--- src/rtl/collision_scanner_pkg.sv ---
// rtl/collision_scanner_pkg.sv - shared types and defaults for the collision scanner
package collision_scanner_pkg;

    localparam int POSITION_REG_MAX_DEF = 11;
    localparam int NUM_OBJ_DEF          = 8;
    localparam int HIT_CNT_W            = 8;

    typedef enum logic [1:0] {
        IDLE = 2'd0,
        SCAN = 2'd1,
        EMIT = 2'd2,
        DONE = 2'd3
    } state_e;

endpackage

--- src/rtl/collision_scanner_if.sv ---
// rtl/collision_scanner_if.sv - box-table write port, scan control and hit stream
interface collision_scanner_if
    import collision_scanner_pkg::*;
#(
    parameter int POSITION_REG_MAX = POSITION_REG_MAX_DEF,
    parameter int NUM_OBJ          = NUM_OBJ_DEF
);
    localparam int IW = $clog2(NUM_OBJ);
    localparam int CW = POSITION_REG_MAX + 1;

    logic                 wr_en;
    logic [IW-1:0]        wr_idx;
    logic [CW-1:0]        wr_x1;
    logic [CW-1:0]        wr_y1;
    logic [CW-1:0]        wr_x2;
    logic [CW-1:0]        wr_y2;
    logic                 wr_active;
    logic                 start;
    logic                 hit_ready;
    logic                 hit_valid;
    logic [IW-1:0]        hit_a;
    logic [IW-1:0]        hit_b;
    logic                 busy;
    logic                 done;
    logic [HIT_CNT_W-1:0] hit_count;

    modport master (
        output wr_en, wr_idx, wr_x1, wr_y1, wr_x2, wr_y2, wr_active, start, hit_ready,
        input  hit_valid, hit_a, hit_b, busy, done, hit_count
    );

    modport slave (
        input  wr_en, wr_idx, wr_x1, wr_y1, wr_x2, wr_y2, wr_active, start, hit_ready,
        output hit_valid, hit_a, hit_b, busy, done, hit_count
    );

endinterface

--- src/rtl/collision_scanner_box_overlap_cmp.sv ---
// rtl/collision_scanner_box_overlap_cmp.sv - combinational strict box overlap test
module box_overlap_cmp
    import collision_scanner_pkg::*;
#(
    parameter int CW = POSITION_REG_MAX_DEF + 1
) (
    input  logic [CW-1:0] a_x1,
    input  logic [CW-1:0] a_y1,
    input  logic [CW-1:0] a_x2,
    input  logic [CW-1:0] a_y2,
    input  logic [CW-1:0] b_x1,
    input  logic [CW-1:0] b_y1,
    input  logic [CW-1:0] b_x2,
    input  logic [CW-1:0] b_y2,
    output logic          overlap
);

    // Strict compares: shared edges and degenerate boxes never count as overlap.
    always_comb begin
        overlap = (a_x1 < b_x2) && (a_x2 > b_x1) && (a_y1 < b_y2) && (a_y2 > b_y1);
    end

endmodule

--- src/rtl/collision_scanner.sv ---
// rtl/collision_scanner.sv - box table plus pairwise overlap scan emitting colliding pairs
module collision_scanner
    import collision_scanner_pkg::*;
#(
    parameter int POSITION_REG_MAX = POSITION_REG_MAX_DEF,
    parameter int NUM_OBJ          = NUM_OBJ_DEF
) (
    input logic                clk,
    input logic                rst_n,
    collision_scanner_if.slave bus
);

    localparam int IW = $clog2(NUM_OBJ);
    localparam int CW = POSITION_REG_MAX + 1;
    localparam logic [IW-1:0] LAST_I = IW'(NUM_OBJ - 2);
    localparam logic [IW-1:0] LAST_J = IW'(NUM_OBJ - 1);

    state_e               state_q, state_d;
    logic [IW-1:0]        i_q, i_d, j_q, j_d;
    logic [IW-1:0]        i_nx, j_nx;
    logic [NUM_OBJ-1:0]   active_q, active_d;
    logic [CW-1:0]        x1_q [NUM_OBJ];
    logic [CW-1:0]        y1_q [NUM_OBJ];
    logic [CW-1:0]        x2_q [NUM_OBJ];
    logic [CW-1:0]        y2_q [NUM_OBJ];
    logic [CW-1:0]        x1_d [NUM_OBJ];
    logic [CW-1:0]        y1_d [NUM_OBJ];
    logic [CW-1:0]        x2_d [NUM_OBJ];
    logic [CW-1:0]        y2_d [NUM_OBJ];
    logic                 hit_valid_q, hit_valid_d;
    logic                 busy_q, busy_d;
    logic                 done_q, done_d;
    logic [IW-1:0]        hit_a_q, hit_a_d, hit_b_q, hit_b_d;
    logic [HIT_CNT_W-1:0] hit_count_q, hit_count_d;
    logic                 wr_fire, overlap, pair_hit, last_pair;

    box_overlap_cmp #(.CW(CW)) u_cmp (
        .a_x1    (x1_q[i_q]),
        .a_y1    (y1_q[i_q]),
        .a_x2    (x2_q[i_q]),
        .a_y2    (y2_q[i_q]),
        .b_x1    (x1_q[j_q]),
        .b_y1    (y1_q[j_q]),
        .b_x2    (x2_q[j_q]),
        .b_y2    (y2_q[j_q]),
        .overlap (overlap)
    );

    // The table is frozen while a scan walks it; writes land only in IDLE or DONE.
    always_comb begin
        wr_fire  = bus.wr_en && ((state_q == IDLE) || (state_q == DONE))
                   && (int'(bus.wr_idx) < NUM_OBJ);
        active_d = active_q;
        x1_d     = x1_q;
        y1_d     = y1_q;
        x2_d     = x2_q;
        y2_d     = y2_q;
        if (wr_fire) begin
            active_d[bus.wr_idx] = bus.wr_active;
            x1_d[bus.wr_idx]     = bus.wr_x1;
            y1_d[bus.wr_idx]     = bus.wr_y1;
            x2_d[bus.wr_idx]     = bus.wr_x2;
            y2_d[bus.wr_idx]     = bus.wr_y2;
        end
    end

    always_comb begin
        pair_hit  = active_q[i_q] && active_q[j_q] && overlap;
        last_pair = (i_q == LAST_I) && (j_q == LAST_J);
        if (j_q == LAST_J) begin
            i_nx = i_q + IW'(1);
            j_nx = i_q + IW'(2);
        end else begin
            i_nx = i_q;
            j_nx = j_q + IW'(1);
        end
    end

    always_comb begin
        state_d     = state_q;
        i_d         = i_q;
        j_d         = j_q;
        hit_a_d     = hit_a_q;
        hit_b_d     = hit_b_q;
        hit_count_d = hit_count_q;
        case (state_q)
            IDLE: begin
                if (bus.start) begin
                    state_d     = SCAN;
                    i_d         = '0;
                    j_d         = IW'(1);
                    hit_count_d = '0;
                end
            end
            SCAN: begin
                if (pair_hit) begin
                    state_d = EMIT;
                    hit_a_d = i_q;
                    hit_b_d = j_q;
                end else if (last_pair) begin
                    state_d = DONE;
                end else begin
                    i_d = i_nx;
                    j_d = j_nx;
                end
            end
            EMIT: begin
                if (bus.hit_ready) begin
                    if (hit_count_q != '1) begin
                        hit_count_d = hit_count_q + HIT_CNT_W'(1);
                    end
                    if (last_pair) begin
                        state_d = DONE;
                    end else begin
                        state_d = SCAN;
                        i_d     = i_nx;
                        j_d     = j_nx;
                    end
                end
            end
            DONE:    state_d = IDLE;
            default: state_d = IDLE;
        endcase
        // Status outputs are registered copies of the next-state decode.
        hit_valid_d = (state_d == EMIT);
        busy_d      = (state_d == SCAN) || (state_d == EMIT);
        done_d      = (state_d == DONE);
    end

    always_ff @(posedge clk or negedge rst_n) begin
        if (!rst_n) begin
            state_q     <= IDLE;
            i_q         <= '0;
            j_q         <= IW'(1);
            active_q    <= '0;
            hit_valid_q <= 1'b0;
            busy_q      <= 1'b0;
            done_q      <= 1'b0;
            hit_a_q     <= '0;
            hit_b_q     <= '0;
            hit_count_q <= '0;
        end else begin
            state_q     <= state_d;
            i_q         <= i_d;
            j_q         <= j_d;
            active_q    <= active_d;
            hit_valid_q <= hit_valid_d;
            busy_q      <= busy_d;
            done_q      <= done_d;
            hit_a_q     <= hit_a_d;
            hit_b_q     <= hit_b_d;
            hit_count_q <= hit_count_d;
        end
    end

    always_ff @(posedge clk) begin
        x1_q <= x1_d;
        y1_q <= y1_d;
        x2_q <= x2_d;
        y2_q <= y2_d;
    end

    assign bus.hit_valid = hit_valid_q;
    assign bus.hit_a     = hit_a_q;
    assign bus.hit_b     = hit_b_q;
    assign bus.busy      = busy_q;
    assign bus.done      = done_q;
    assign bus.hit_count = hit_count_q;

endmodule

--- src/flat_wrapper.sv ---
// flat-port wrapper written by rule: the top's interface ports become plain ports
module collision_scanner_flat import collision_scanner_pkg::*;
#(
    parameter int POSITION_REG_MAX = POSITION_REG_MAX_DEF,
    parameter int NUM_OBJ          = NUM_OBJ_DEF
)
  (clk, rst_n, bus_wr_en, bus_wr_idx, bus_wr_x1, bus_wr_y1, bus_wr_x2, bus_wr_y2, bus_wr_active, bus_start, bus_hit_ready, bus_hit_valid, bus_hit_a, bus_hit_b, bus_busy, bus_done, bus_hit_count);
  collision_scanner_if #(.POSITION_REG_MAX(POSITION_REG_MAX), .NUM_OBJ(NUM_OBJ)) bus_i ();
  input logic clk;
  input logic rst_n;
  input wire logic [$bits(bus_i.wr_en)-1:0] bus_wr_en;
  input wire logic [$bits(bus_i.wr_idx)-1:0] bus_wr_idx;
  input wire logic [$bits(bus_i.wr_x1)-1:0] bus_wr_x1;
  input wire logic [$bits(bus_i.wr_y1)-1:0] bus_wr_y1;
  input wire logic [$bits(bus_i.wr_x2)-1:0] bus_wr_x2;
  input wire logic [$bits(bus_i.wr_y2)-1:0] bus_wr_y2;
  input wire logic [$bits(bus_i.wr_active)-1:0] bus_wr_active;
  input wire logic [$bits(bus_i.start)-1:0] bus_start;
  input wire logic [$bits(bus_i.hit_ready)-1:0] bus_hit_ready;
  output wire logic [$bits(bus_i.hit_valid)-1:0] bus_hit_valid;
  output wire logic [$bits(bus_i.hit_a)-1:0] bus_hit_a;
  output wire logic [$bits(bus_i.hit_b)-1:0] bus_hit_b;
  output wire logic [$bits(bus_i.busy)-1:0] bus_busy;
  output wire logic [$bits(bus_i.done)-1:0] bus_done;
  output wire logic [$bits(bus_i.hit_count)-1:0] bus_hit_count;
  assign bus_i.wr_en = bus_wr_en;
  assign bus_i.wr_idx = bus_wr_idx;
  assign bus_i.wr_x1 = bus_wr_x1;
  assign bus_i.wr_y1 = bus_wr_y1;
  assign bus_i.wr_x2 = bus_wr_x2;
  assign bus_i.wr_y2 = bus_wr_y2;
  assign bus_i.wr_active = bus_wr_active;
  assign bus_i.start = bus_start;
  assign bus_i.hit_ready = bus_hit_ready;
  assign bus_hit_valid = bus_i.hit_valid;
  assign bus_hit_a = bus_i.hit_a;
  assign bus_hit_b = bus_i.hit_b;
  assign bus_busy = bus_i.busy;
  assign bus_done = bus_i.done;
  assign bus_hit_count = bus_i.hit_count;
  collision_scanner #(.POSITION_REG_MAX(POSITION_REG_MAX), .NUM_OBJ(NUM_OBJ)) u_core (.clk(clk), .rst_n(rst_n), .bus(bus_i));
endmodule
--- config.mk ---
export PLATFORM = sky130hd
export DESIGN_NAME = collision_scanner_flat
export DESIGN_NICKNAME = d
export VERILOG_FILES = /design/src/rtl/collision_scanner_pkg.sv /design/src/rtl/collision_scanner_if.sv /design/src/rtl/collision_scanner_box_overlap_cmp.sv /design/src/rtl/collision_scanner.sv /design/src/flat_wrapper.sv
export SDC_FILE = /design/constraint.sdc
export NUM_CORES = 1
export LEC_CHECK = 0
export CAP_MARGIN = 20
export CORE_MARGIN = 4
export CORE_UTILIZATION = 29
export DETAILED_ROUTE_END_ITERATION = 16
export HOLD_SLACK_MARGIN = 0.12
export PLACE_DENSITY_LB_ADDON = 0.12
export SLEW_MARGIN = 15
export SYNTH_ARGS = -nofsm -noshare
export SYNTH_HDL_FRONTEND = slang
export SYNTH_HIERARCHICAL = 1
export SYNTH_SLANG_ARGS = --single-unit
--- constraint.sdc ---
create_clock -name clk -period 6 [get_ports clk]
set_input_delay 0.6 -clock clk [delete_from_list [all_inputs] [get_ports clk]]
set_output_delay 0.6 -clock clk [all_outputs]
set_load 0.03 [all_outputs]
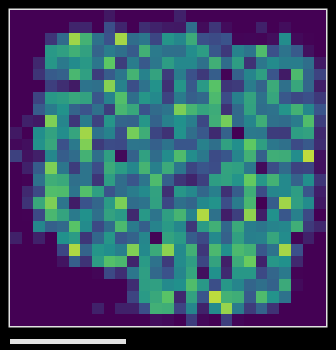
(images/density.png)
Bar = 100 um. 27 x 27 tiles, from dark purple (low) to yellow (high), 0 to 100% covered.
tiles over 75% full = 3.3%
emptiest ninth of the die = bottom left
nearly empty tiles = 22%
fullest tile = 90%
mean over tiles = 31%
fin util: 34.5%
core area: 68,800 sq um
Initial Utilization: 29.4%

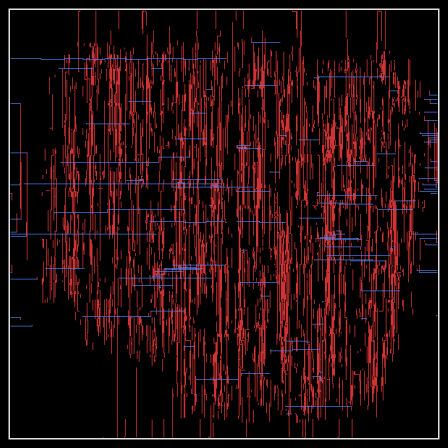
(images/metal_stack.png)
Only two layers are drawn.
met2 -> red  # wire length 26.9 mm
met3 -> blue  # wire length 2,140 um
via count: 10,600
final WL: 53,900 um

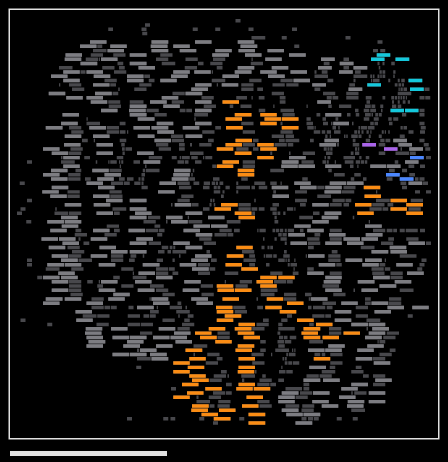
(images/registers.png)
Bar = 100 um.
u_core/bus.hit_count -> cyan  # flops 8, where top right
u_core/bus.hit_b -> blue  # flops 3
u_core/state_q -> purple  # flops 2
u_core/y1_q -> orange  # flops 96
register area: 12,400 sq um
fraction of area in registers: 52.1%

==> run summary <==
fresh numbers from the pnr run: status=finished, final reports clean, Crit path top cell by count=buf_4, Tool Warnings=32, Ys Warns=6, IO Port Bufs=73, Power Dens Cells=approximately 410 nW/um^2, post-DP HPWL=32,100 um, Synth Instances=1,055, placed inst area=around 22,000 sq um, ys cells=1,055, slowest cell on the critical path=dfrtp_4, num ports=roughly 74, worst reg-to-reg setup slack=0.53 ns, placed insts=2,031, CTS tree=yes, NumNets Final=1,266, synthesized area=20,200 sq um, RePlAce Congestion=0.744, crit path capture=u_core/bus.hit_a[0], design area=23,800 sq um, drt wl/cell=25.4 um, clk sinks=roughly 420, initial antenna violation count=1, die area=74,000 sq um, syn nets=between 1,000 and 1,500, startpoint type of the worst setup path=flop, Worst-Margin Slew=1.09 ns, crit path cell chain=buf_4 > mux4_2 > mux2_2 > ha_1 > a211oi_1 > o22ai_1 > nor2_1 > o211ai_1 > nor4_1 > buf_4 > o311ai_2 > nor4_4 > buf_4 > mux2_2, die height=between 200 and 300 um, CTS HTree Levels=2, number of synthesized flops with an enable pin=384, Rows=about 96, worst rel slew slack=27.2%, most frequent cells in the layout=edfxtp_1 (384), mux4_2 (195), mux2_2 (111), r2r startpoint=u_core/i_q[1], critical path type=reg -> reg, worst vdd ir=~0.24 mV, sequential share of the synthesized area=~60%, Cell Type Count=54, layout cell share with drive strength beyond 1=around 37%, via/cell ratio=4.98, Chip Area, Yosys=20,200 sq um, Post-CTS Hold Fix Bufs=0
==> metrics by stage <==
step | power, mW | worst slack, ns
floorplan | 5.93 | 0.906
global placement | 7.08 | 0.520
detailed placement | 7.06 | 0.525
CTS | 10.1 | 0.504
global route | 10.4 | 0.246
finish | 9.84 | 0.529
==> per-layer routing <==
layer | wire, um | share of wire [%] | track usage, % | vias to the layer above
met3 | 2140 | 4.0 | 2.37 | 62
met4 | 1020 | 1.9 | 3.56 | 0
li1 | - | - | - | 4627
met2 | 26900 | 50 | 25.1 | 203
met1 | 23800 | 44 | 19.5 | 5674
met5 | 0 | 0 | 0 | -
==> logic make-up (layout without fill, tap and decap cells) <==
logic type / Yosys count / count (layout) / synth area share (%)
compound gates: 71 / 71 / 2.41
xor+xnor: 1 / 1 / 0.0433
fa+ha+maj: 58 / 58 / 3.59
buf+inv: 115 / 249 / 2.35
flops: 417 / 417 / 61.2
mux: 309 / 309 / 28.1
other cells: 0 / 1 / 0
simple gates: 84 / 84 / 2.32
==> power by group <==
part / internal (mW) / leakage [nW] / switching [mW]
Sequential: 3.40 / 3.89 / 0.340
Clock: 1.72 / 0.771 / 1.21
Combinational: 1.61 / 2.99 / 1.56
==> Yosys cell counts (3+ instances only) <==
| cell | n |
|---|---|
| a31oi_1 | 3 |
| nor4_1 | 3 |
| o211ai_1 | 5 |
| mux2_2 | 111 |
| inv_1 | 54 |
| nor3_1 | 9 |
| nor2b_1 | 3 |
| nor2_1 | 15 |
| buf_2 | 23 |
| a2111oi_0 | 3 |
| or3_1 | 6 |
| clkbuf_1 | 29 |
| a21o_1 | 4 |
| o31ai_1 | 5 |
| o21ai_0 | 19 |
| dfrtp_1 | 32 |
| buf_1 | 6 |
| mux4_2 | 195 |
| edfxtp_1 | 384 |
| nand2b_1 | 5 |
| a211oi_1 | 4 |
| nand3_1 | 11 |
| a21oi_1 | 12 |
| nand4_1 | 9 |
| ha_1 | 58 |
| nand2_1 | 13 |
==> state kept, by name, summed over array words and instances, names as in the netlist <==
signal and count:
u_core/j_q 3, u_core/y2_q 96, u_core/bus.done 1, u_core/x1_q 96
u_core/active_q 8, u_core/bus.hit_count 8, u_core/bus.busy 1, u_core/x2_q 96
u_core/bus.hit_a 3, u_core/bus.hit_valid 1, u_core/i_q 3, u_core/state_q 2
u_core/y1_q 96, u_core/bus.hit_b 3
==> layout make-up <==
class / instances / area, sq um
inverters: 55 / 206
well taps: 931 / 1160
repair buffers: 105 / 1020
clock inverters: 34 / 315
clock buffers: 55 / 1260
fillers: 6461 / 45000
diodes: 1 / 2.50
flip-flops and latches: 417 / 12400
multi-input cells: 523 / 7430
==> worst max-delay path: cells and delay by family (launching register included) <==
family | cells | cell delay [ns]
multiplexers | 3 | 1.00
flip-flops | 1 | 1.00
buffers and inverters | 3 | 1.07
AND/OR/NAND/NOR | 3 | 1.10
adder cells (fa/ha/maj) | 1 | 0.31
AND-OR/OR-AND | 4 | 0.81
Power and IR drop assume default switching activity.
